==> src/rtl/car_sequencer_pkg.sv <==
// Shared micro-sequencer constants. The CAR latch-control stage imports the same
// package, so both stages always agree on the control-ROM address map.
package car_sequencer_pkg;

  localparam int unsigned CAR_BITS_DEFAULT = 6;

  // Control-ROM address map
  localparam int unsigned CAR_RESET = 0;
  localparam int unsigned CAR_FETCH = 1;
  localparam int unsigned CAR_INT0  = 40;
  localparam int unsigned CAR_INT1  = 41;
  localparam int unsigned CAR_INT2  = 42;
  localparam int unsigned CAR_INT3  = 43;
  localparam int unsigned CAR_INT4  = 44;
  localparam int unsigned CAR_MAX   = 47;

  // True when addr lies inside the interrupt-entry microroutine.
  function automatic logic car_in_int_range(input int unsigned addr);
    return (addr >= CAR_INT0) && (addr <= CAR_INT4);
  endfunction

endpackage

==> src/rtl/car_sequencer_if.sv <==
// Bus between the CAR latch-control stage (master) and the CAR sequencer (slave).
interface car_sequencer_if
  import car_sequencer_pkg::*;
#(
  parameter int unsigned CAR_BITS = CAR_BITS_DEFAULT
);

  logic [CAR_BITS-1:0] CARnext;
  logic                stall;
  logic                IRQ;
  logic                GIE;
  logic [CAR_BITS-1:0] CAR;
  logic [CAR_BITS-1:0] CARold;
  logic                IF;
  logic                INTREQ;
  logic                INTACK;
  logic                busErr;
  logic                illegal;

  modport master (
    output CARnext, stall, IRQ, GIE,
    input  CAR, CARold, IF, INTREQ, INTACK, busErr, illegal
  );

  modport slave (
    input  CARnext, stall, IRQ, GIE,
    output CAR, CARold, IF, INTREQ, INTACK, busErr, illegal
  );

endinterface

==> src/rtl/car_stall_timer.sv <==
// Counts consecutive stall cycles and raises a sticky bus error once the memory has
// been stalled for longer than STALL_MAX cycles.
module car_stall_timer #(
  parameter int unsigned STALL_MAX = 15
) (
  input  logic clk,
  input  logic rst,
  input  logic stall_i,
  output logic bus_err_o
);

  localparam int unsigned CntW = (STALL_MAX < 1) ? 1 : $clog2(STALL_MAX + 1);
  localparam logic [CntW-1:0] CntMax = CntW'(STALL_MAX);

  logic [CntW-1:0] stall_cnt_q, stall_cnt_d;
  logic            bus_err_q, bus_err_d;

  // Saturating stall counter; error latches when a stall outlives the saturated count
  always_comb begin
    stall_cnt_d = '0;
    bus_err_d   = bus_err_q;
    if (stall_i) begin
      stall_cnt_d = (stall_cnt_q == CntMax) ? stall_cnt_q : stall_cnt_q + 1'b1;
      if (stall_cnt_q == CntMax) begin
        bus_err_d = 1'b1;
      end
    end
  end

  // Counter and sticky error registers
  always_ff @(posedge clk) begin
    if (rst) begin
      stall_cnt_q <= '0;
      bus_err_q   <= 1'b0;
    end else begin
      stall_cnt_q <= stall_cnt_d;
      bus_err_q   <= bus_err_d;
    end
  end

  assign bus_err_o = bus_err_q;

endmodule

==> src/rtl/car_sequencer.sv <==
// Control-address register (CAR) sequencer: holds the current microprogram address,
// supplies the sequential successor, qualifies interrupts and tracks the
// interrupt-entry microroutine so the acknowledge pulse fires exactly once.
module car_sequencer
  import car_sequencer_pkg::*;
#(
  parameter int unsigned CAR_BITS  = CAR_BITS_DEFAULT,
  parameter int unsigned STALL_MAX = 15
) (
  input  logic            clk,
  input  logic            rst,
  car_sequencer_if.slave  bus
);

  // Entry-sequence states are private to this block
  typedef enum logic [1:0] {StIdle, StEntry, StDone} entry_state_e;

  localparam logic [CAR_BITS-1:0] CarReset = CAR_BITS'(CAR_RESET);
  localparam logic [CAR_BITS-1:0] CarFetch = CAR_BITS'(CAR_FETCH);
  localparam logic [CAR_BITS-1:0] CarInt0  = CAR_BITS'(CAR_INT0);
  localparam logic [CAR_BITS-1:0] CarInt4  = CAR_BITS'(CAR_INT4);
  localparam logic [CAR_BITS-1:0] CarMax   = CAR_BITS'(CAR_MAX);

  logic [CAR_BITS-1:0] car_q, car_d;
  entry_state_e        state_q, state_d;
  logic                int_pend_q, int_pend_d;
  logic                illegal_q, illegal_d;
  logic                load;
  logic                intack;
  logic                next_in_int;

  assign load        = ~bus.stall;
  assign intack      = (state_q == StDone);
  assign next_in_int = car_in_int_range(32'(bus.CARnext));

  // Next-state for CAR, pending interrupt, illegal flag and entry tracker
  always_comb begin
    car_d      = load ? bus.CARnext : car_q;
    int_pend_d = bus.IRQ | (int_pend_q & ~intack);
    illegal_d  = illegal_q | (load & (bus.CARnext > CarMax));
    state_d    = state_q;
    unique case (state_q)
      StIdle: begin
        if (load && (bus.CARnext == CarInt0)) begin
          state_d = StEntry;
        end
      end
      StEntry: begin
        if (load) begin
          if (bus.CARnext == CarInt4) begin
            state_d = StDone;
          end else if (!next_in_int) begin
            state_d = StIdle;
          end
        end
      end
      StDone:  state_d = StIdle;
      default: state_d = StIdle;
    endcase
  end

  // State registers; reset dominates stall and IRQ
  always_ff @(posedge clk) begin
    if (rst) begin
      car_q      <= CarReset;
      state_q    <= StIdle;
      int_pend_q <= 1'b0;
      illegal_q  <= 1'b0;
    end else begin
      car_q      <= car_d;
      state_q    <= state_d;
      int_pend_q <= int_pend_d;
      illegal_q  <= illegal_d;
    end
  end

  car_stall_timer #(
    .STALL_MAX (STALL_MAX)
  ) u_stall_timer (
    .clk       (clk),
    .rst       (rst),
    .stall_i   (bus.stall),
    .bus_err_o (bus.busErr)
  );

  assign bus.CAR     = car_q;
  assign bus.CARold  = car_q + 1'b1;
  assign bus.IF      = (car_q == CarFetch) & ~bus.stall;
  assign bus.INTREQ  = int_pend_q & bus.GIE;
  assign bus.INTACK  = intack;
  assign bus.illegal = illegal_q;

endmodule
==> src/flat_wrapper.sv <==
// flat-port wrapper written by rule: the top's interface ports become plain ports
module car_sequencer_flat import car_sequencer_pkg::*;
#(
  parameter int unsigned CAR_BITS  = CAR_BITS_DEFAULT,
  parameter int unsigned STALL_MAX = 15
)
  (clk, rst, bus_CARnext, bus_stall, bus_IRQ, bus_GIE, bus_CAR, bus_CARold, bus_IF, bus_INTREQ, bus_INTACK, bus_busErr, bus_illegal);
  car_sequencer_if #(.CAR_BITS(CAR_BITS)) bus_i ();
  input  logic clk;
  input  logic rst;
  input wire logic [$bits(bus_i.CARnext)-1:0] bus_CARnext;
  input wire logic [$bits(bus_i.stall)-1:0] bus_stall;
  input wire logic [$bits(bus_i.IRQ)-1:0] bus_IRQ;
  input wire logic [$bits(bus_i.GIE)-1:0] bus_GIE;
  output wire logic [$bits(bus_i.CAR)-1:0] bus_CAR;
  output wire logic [$bits(bus_i.CARold)-1:0] bus_CARold;
  output wire logic [$bits(bus_i.IF)-1:0] bus_IF;
  output wire logic [$bits(bus_i.INTREQ)-1:0] bus_INTREQ;
  output wire logic [$bits(bus_i.INTACK)-1:0] bus_INTACK;
  output wire logic [$bits(bus_i.busErr)-1:0] bus_busErr;
  output wire logic [$bits(bus_i.illegal)-1:0] bus_illegal;
  assign bus_i.CARnext = bus_CARnext;
  assign bus_i.stall = bus_stall;
  assign bus_i.IRQ = bus_IRQ;
  assign bus_i.GIE = bus_GIE;
  assign bus_CAR = bus_i.CAR;
  assign bus_CARold = bus_i.CARold;
  assign bus_IF = bus_i.IF;
  assign bus_INTREQ = bus_i.INTREQ;
  assign bus_INTACK = bus_i.INTACK;
  assign bus_busErr = bus_i.busErr;
  assign bus_illegal = bus_i.illegal;
  car_sequencer #(.CAR_BITS(CAR_BITS), .STALL_MAX(STALL_MAX)) u_core (.clk(clk), .rst(rst), .bus(bus_i));
endmodule
==> config.mk <==
export PLATFORM = sky130hd
export DESIGN_NAME = car_sequencer_flat
export DESIGN_NICKNAME = d
export VERILOG_FILES = /design/src/rtl/car_sequencer_pkg.sv /design/src/rtl/car_sequencer_if.sv /design/src/rtl/car_stall_timer.sv /design/src/rtl/car_sequencer.sv /design/src/flat_wrapper.sv
export SDC_FILE = /design/constraint.sdc
export NUM_CORES = 1
export LEC_CHECK = 0
export CAP_MARGIN = 5
export CORE_MARGIN = 1.5
export CORE_UTILIZATION = 41
export CTS_CLUSTER_DIAMETER = 200
export CTS_CLUSTER_SIZE = 28
export DETAILED_ROUTE_END_ITERATION = 16
export PLACE_DENSITY = 0.76
export SLEW_MARGIN = 40
export SYNTH_ARGS = -nofsm -noshare
export SYNTH_HDL_FRONTEND = slang
export SYNTH_HIERARCHICAL = 1
export SYNTH_SLANG_ARGS = --single-unit
==> constraint.sdc <==
create_clock -name clk -period 1.33 [get_ports clk]
set_input_delay 0.133 -clock clk [delete_from_list [all_inputs] [get_ports clk]]
set_output_delay 0.133 -clock clk [all_outputs]
set_load 0.05 [all_outputs]
==> deck_impl_summary.md <==
Synthesis and Place & Route Summary

Route
  • DRC Markers: 0
  • DR pass1 iterations: 4
  • WL/cell: 25.67 um
  • DR iter-0 viols: 22
  • Final ANT Viol Nets: 0
  • Via density: 6.195

GRT
  • Overflow after GRT: 0
  • Initial antenna violation count: 0
  • Number of global-route vias before repair: 835
  • Largest net degree at the start of global routing: 11

Timing
  • Setup TNS: -1.360 ns
  • Final WS setup: -0.4302 ns
  • Fin. Hold Viols: 0
  • Top achievable clock speed: 0.5681 GHz
  • Measured slew at the worst slew-check pin: 0.3478 ns
  • Final Slew Violations: 0
  • Slew margin rel.: 76.64%
  • Fin crit share: 132.3%
  • Final setup vio count: 5
  • Fin Clk Skew: 0.001156 ns
  • RSZ-0062 raised after global routing: yes

Synthesis
  • YS warnings: 6
  • Syn Area/Cell: 9.360 um^2
  • Yosys Chip Area: 720.7 um^2
  • Post-synthesis xor/xnor area fraction: 4.861%
  • Primary FF master, synth: dfxtp_1
  • AO/OA Area Share: 9.028%
  • Synth logic family: simple AND/OR/NAND/NOR gates
  • Post-synth ARST share: 0%
  • Max-area cell share: 41.67%
  • Biggest area cells: dfxtp_1, mux2i_1, nor2_1, ha_1, xnor2_1
  • Cell Area, Synth: 720.7 um^2
  • Post-synth top area cell: dfxtp_1
  • Synth top cells by count: dfxtp_1, nor2_1, mux2i_1
  • Yosys Instances: 77
  • Fa+ha+maj area frac: 5.208%
  • Mux cell area share: 8.333%
  • Synth unique cells: 26
  • Simple-Gate Area Share: 26.91%
  • Number of enable flip-flop cells: 0

Finish
  • Fillers: 42
  • Leading cell kind: non-clock buffers
  • Seq Cell Count: 15
  • Area delta synth->final: 105.7%
  • CLK BUF: 3
  • Share of cells above drive strength 1: 48.72%
  • Buffers outside the clock class: 38
  • Comb gate area: 544.3 um^2
  • Fin nets: 132
  • Comb gates: 55
  • Non-clock buffering overhead: 37.22%
  • Top Layout Cells: buf_12, nor2_1, clkdlybuf4s50_1, dfxtp_1, buf_4
  • # diodes: 0
  • Reg area: 317.8 um^2

Setup path
  • CP startpoint kind: flip-flop
  • CP required: 1.20 ns
  • CP max-delay cell: or4b_4
  • R2R depth: 3
  • WP depth: 5
  • CP Buf/Inv Count: 2
  • Worst-path cell chain: inv_2 -> ha_4 -> or4b_4 -> nor3_4 -> buf_12
  • Slowest stage delay, CP: 0.47 ns
  • CP Max Fanout: 2
  • Worst Path Arrival: 1.63 ns

Clock tree
  • CTS Hold Bufs: 0
  • Post-CTS setup buffer count: 1
  • Post-cts repair resize count: 8
  • Worst-Skew Late Latency: 0.30 ns
  • CTS H-tree lvls: 1
  • Clock Pin Slew Worst Setup and Hold Paths: 0.11 ns
  • CTS max path bufs: 2
  • CTS tree: done
  • Clk sink count: 15
  • Root Driver: clkbuf_4

Power
  • Pwr Total: 1.199 mW
  • Worst VDD drop: 0.0009797 V
  • Leakage Power: 0.6158 nW

Run
  • Max_cap viols: 0
  • Tool warnings: 31

Worst hold path
  • Path category of the worst min-delay check: input pin to flip-flop
  • Hold path cells: 3

Die
  • Core Region: 1577 um^2
  • Ports: 28
  • Row Count: 14
  • Full die area: 2018 um^2

Run status
  • Failing checks: negative setup slack
  • Status: complete, but fails checks

Placement
  • DP HPWL: 1.640 mm
  • GPL Wtd Cong: 0.7532
-- metrics by stage --
stage	instance area (um^2)	utilization (%)	setup WS, ns	cells	hold WS, ns
after floorplan	845.8	-	-0.3302	77	0.2372
after global placement	1384	87.78	-0.1196	128	0.4593
after detailed placement	1384	87.78	-0.1277	128	0.4790
after CTS	1465	92.94	-0.3963	133	0.4358
after global routing	1483	94.05	-0.4540	133	0.5255
final	1483	94.05	-0.4302	133	0.4708
-- report_power, final --
group          switching, mW  internal [mW]  total, mW
logic                  0.225          0.204      0.430
registers             0.0180          0.465      0.483
clock network          0.172          0.115      0.287
total                  0.415          0.784       1.20
-- routing by layer --
layer | vias to the layer above | part of all wire, % | wire length, um | GRT usage, %
met2 | 48 | 53 | 1825 | 63.14
met5 | - | 0 | 0 | 0
met3 | 17 | 5.4 | 185 | 4.400
met4 | 0 | 4.4 | 149 | 18.82
met1 | 411 | 37 | 1253 | 35.25
li1 | 348 | - | - | -
-- state kept, by name (all words and copies together) (netlist names) --
register                          flops
u_core/u_stall_timer/stall_cnt_q      4
u_core/bus.illegal                    1
u_core/bus.CAR                        6
u_core/state_q                        2
u_core/u_stall_timer/bus_err_o        1
u_core/int_pend_q                     1
-- worst paths after layout --
path / startpoint / end / slack (ns)
hold reg to reg: u_core/int_pend_q$_SDFF_PP0_ / u_core/int_pend_q$_SDFF_PP0_ / 0.56
setup reg to reg: u_core/u_stall_timer/stall_cnt_q[0]$_SDFFE_PP0P_ / u_core/u_stall_timer/bus_err_o$_SDFFE_PP0P_ / 0.10
setup / recovery: u_core/bus.CAR[1]$_SDFFE_PP0N_ / bus_IF / -0.43
hold / removal: bus_IRQ / u_core/int_pend_q$_SDFF_PP0_ / 0.47
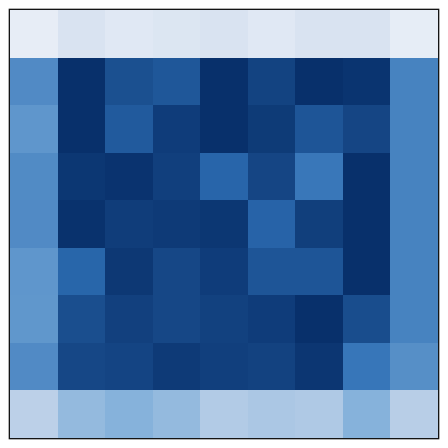
density.png
The die is cut into 9 by 9 equal tiles; white is low, dark blue is high, 0 to 100% covered.
The fullest tile reaches 100%. The mean over all tiles is 73%. 58% of the tiles are over 75% full.

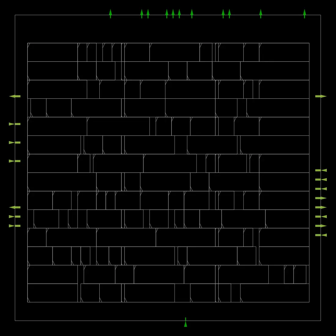
final_placement.png
sequential cell area share: 21.43%
Tap Cells: 16

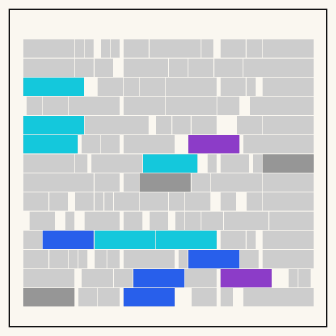
registers.png
Other sequential cells in the stronger grey, the rest of the logic in the fainter grey.
Key: cyan = u_core/bus.CAR [sequential cells 6]; purple = u_core/state_q [sequential cells 2]; blue = u_core/u_stall_timer/stall_cnt_q [sequential cells 4, where bottom middle]
Another 3 sequential cells are not coloured.

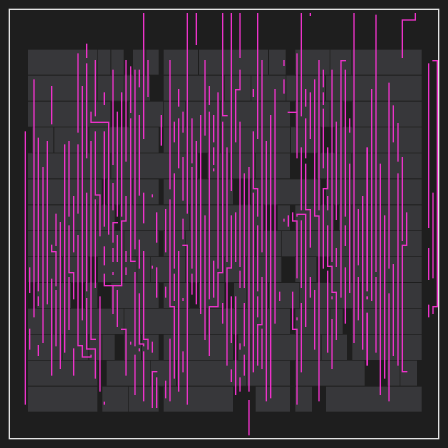
met2.png
Cells faint in the background.
124 nets have wire on it. The wires run mostly vertical. The longest straight run is 34.5 um. The layer holds 53% of the routed length. The layer carries 1830 um of wire.
met2 Usage GRT: 63.14%
routed wire length: 3.414 mm
Vias: 824

Power is estimated from default activity; no workload was simulated.
